Figure 1. The metal 1 layer.
Scale bar: 100 um. Supply wires on this layer in grey.
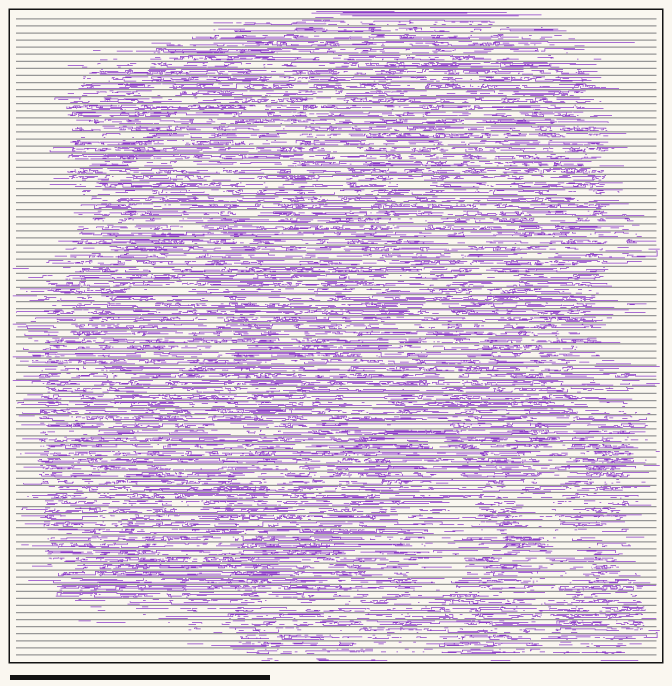
Figure 2. Signal wires on met2.
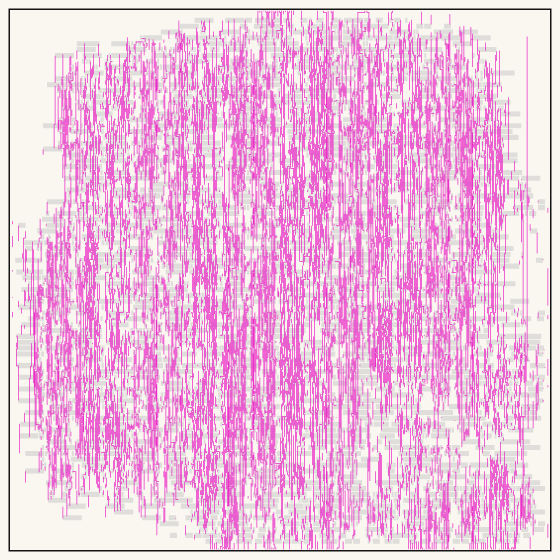
Figure 3. Metal 3.
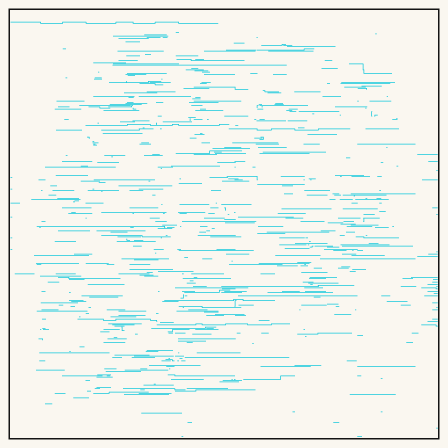
==> config.mk <==
export PLATFORM = sky130hd
export DESIGN_NAME = cross_bar_mem_slave
export DESIGN_NICKNAME = d
export VERILOG_FILES = /design/src/rtl/cross_bar_mem_slave.sv
export SDC_FILE = /design/constraint.sdc
export NUM_CORES = 1
export LEC_CHECK = 0
export ABC_AREA = 1
export CAP_MARGIN = 20
export CORE_MARGIN = 2
export CORE_UTILIZATION = 50
export DETAILED_ROUTE_END_ITERATION = 16
export PLACE_DENSITY_LB_ADDON = 0.2
export SLEW_MARGIN = 10
export SYNTH_ARGS = -nofsm -noshare
export SYNTH_HDL_FRONTEND = slang
export SYNTH_SLANG_ARGS = --single-unit
==> constraint.sdc <==
create_clock -name aclk -period 2.25 [get_ports aclk]
set_clock_uncertainty 0.15 [all_clocks]
set_input_delay 0.225 -clock aclk [delete_from_list [all_inputs] [get_ports aclk]]
set_output_delay 0.225 -clock aclk [all_outputs]
set_load 0.01 [all_outputs]
==> summary.txt <==
Update from the flow run.

The run finished with clean final reports. Based on the critical path, the design can be clocked at up to about 470 MHz. The number of standard-cell rows in the floorplan is 90. The fraction of power consumed by combinational cells is 35.1%. The remaining antenna violation count after routing is 0. TritonCTS built the clock tree. The delay of the slowest critical-path stage is roughly 620 ps. The worst hold path depth is 3.

The OpenROAD report gives the critical path a required time of 2630 ps. The post-route netlist has around 7.8% of its cells at a drive strength greater than 1. The relative area change from synthesis to final layout is 20.6%. The busiest layer in global routing is met2. After synthesis, the netlist uses 28 different library cells. The clock input transition at the sequential cells of the worst setup and hold paths is roughly 60 ps. The most critical min-delay path falls under input port to register.

For this run, the post-layout net count is approximately 4300. Across all register-to-register paths, the minimum setup slack is 120 ps. The post-synthesis async set-or-reset flop share is 100%. Logged for this run, the post-placement worst setup slack is between 100 and 150 ps. The horizontal die dimension reported for this design is 251 um.

The detail-routed via count per cell is 5.50. In the global route stage, overall resource usage came out at between 30% and 40%. The worst-case IR drop observed on VDD is ~0.7 mV. The most common logic cells in the final layout are nand2_1 (1543), nor2_1 (823), dfrtp_1 (651).

The nature of the critical path endpoint is a register. The clock latency at the later pin of the worst-skew pair is about 610 ps. Once placement finished, the instance area stood at around 34000 sq um. The I/O pin count is 135.

The via count of the first global-routing pass is ~27000. In this run the critical path is formed by nor2_4 > inv_4 > buf_12 > nor2_1 > nor2_1 > nand2_1 > nand2_1 > nand4_1 > nor2_1. The top fanout value on the critical path is 19.

Entering global routing, the biggest net connects 97 pins. The worst path setup slack after routing is 115 ps. The post-layout period usage of the worst path is 94.9%. The design internal power is 24.5 mW. The average cell area after synthesis is around 7.5 sq um.

The global placer's final weighted congestion is 0.845. The register with the most flip-flops in the layout has roughly 500 of them. The most common flop cell mapped by yosys is dfrtp_1. The first global-routing pass estimated 153000 um of wire. The number of nets handed over by synthesis was about 4200.

In this run, placement finished with an instance count of approximately 4900. Setup repair after global routing left no endpoint under its margin. The most used cell along the critical path is nor2_1. The CTS log lists the clock sinks for this run as 651. The first-pass detailed-route iteration total is 8. For this run, the script counts the antenna cells in the layout as 0. The share of the core filled with cells is ~61%.

The finished layout holds around 5000 standard cells, fillers aside. The library cell used as clock root buffer is clkbuf_16. In the routed design, unresolved DRC markers number 0. The height of the die is around 250 um.

Per the CTS log, the maximum H-tree level is 3. The worst-case clock buffer depth is 3. Per the breakdown, switching nets consume ~40% of all power. Port buffering added ~130 buffers. The pin closest to its max-slew limit shows a slew of about 820 ps. The warning tally printed by Yosys for this design is 0.

Counting only logic cells after layout, the most numerous master is nand2_1. Counting flops with a built-in enable in the synthesized netlist gives 0. Summing the sequential cell areas from Yosys gives 53.4% of the chip area. For this block, the initial DRC count from the detailed router was between 2000 and 3000. The critical path is of the register to register type. The HPWL after detailed placement is 56000 um. The final tally of max-slew violations is 0. The setup TNS after final layout is 0 ps. In this run the number of cells on the critical path is 9. The instance tally after logic synthesis is just over 4000. The synthesized netlist occupies a cell area of between 30000 and 40000 sq um. The tool flagged a number of max-cap violations equal to 0.

The script computed a power per unit cell area of between 1000 and 1500 nW/um^2. The clock power share is between 20 and 30%. Measured against its own limit, the worst slew margin works out to about 45%. The number of cells reported by Yosys stat comes to between 4000 and 5000. Data arrives at the worst endpoint at roughly 2500 ps. The initial antenna violation count is 0. The core outline area is 60400 sq um. The post-layout minimum cycle time is around 2100 ps. In this run, synthesis produced a sequential element count of around 650.

The static power due to leakage is 20.3 nW. Across all stage logs, warnings added up to 27. The total setup violations reported at the end of the flow is 0.
Notes on Figure 1 above:
main direction = horizontal
wire length on this layer = 41.4 mm
longest straight run = 77.3 um
share of all routed wire = 43%
DRT Wirelength: 96200 um
overall via count from detail_route: 27700
global-route met1 utilization: 42.7%

Notes on Figure 2 above:
main direction = vertical
longest straight run = 151 um
nets with wire on the layer = 3001
met2 Use GR: 50.5%

Notes on Figure 3 above:
wire length on this layer = 6970 um
main direction = horizontal
longest straight run = 102 um
share of all routed wire = 7.2%
nets with wire on the layer = 271
met3 Track Usage GR: 4.28%

## logic make-up after synthesis
group	after synthesis	share of synthesized area, %
flip-flops	651	53.4
buffers and inverters	378	5.16
XOR/XNOR	26	0.747
adder cells (fa/ha/maj)	4	0.164
AND-OR/OR-AND	35	0.644
AND/OR/NAND/NOR	2997	39.9
## repair_timing
action                                  4_1_cts  5_1_grt
gates resized                                 0        1
hold buffers                                 26        0
endpoints found under the hold margin       526        0
setup buffers                                 0        5
endpoints found under the setup margin        0      197
## Yosys cell counts, types with 5 or more instances
library cell  instances  area, sq um
nand2_1            1544         5800
nor2_1              832         3120
dfrtp_1             651        16300
nand3_1             549         2750
clkbuf_1            178          668
buf_2               117          586
inv_1                54          203
nand4_1              48          300
o21ai_0              25          125
xor2_1               21          184
buf_1                18         67.6
nor3_1               11         55.1
inv_2                 8         30.0
a22oi_1               6         45.0
xnor2_1               5         43.8
## layout make-up
type	count	area (sq um)
clock buffer	105	2160
clock inverter	19	236
fill	5311	23600
inverter	63	246
multi-input combinational	3062	12700
sequential	651	16300
tap	782	978
timing repair buffer	345	4140
## worst reg2reg max path: stages, from the launching register on
cell,delay [ps]
dfrtp_1,620
nor2_4,100
inv_4,250
buf_12,220
nor2_1,70
nor2_1,150
nand2_1,90
nand2_1,60
nand4_1,210
nor2_1,140
## layer usage
metal	up-vias	share of wire, %
li1	13000	-
met1	13400	43
met2	1098	47
met3	205	7.2
met4	0	3.0
met5	-	0
## power groups by stage
stage          clock [mW]  combinational (mW)  sequential (mW)
2_1_floorplan           0                9.52             13.0
3_3_place_gp            0                14.0             14.6
3_5_place_dp            0                14.0             14.6
4_1_cts              12.3                14.2             14.4
5_1_grt              12.7                15.8             14.5
6_report             12.0                14.3             14.4
No activity file was given, so power comes from the tool's default toggle rates.
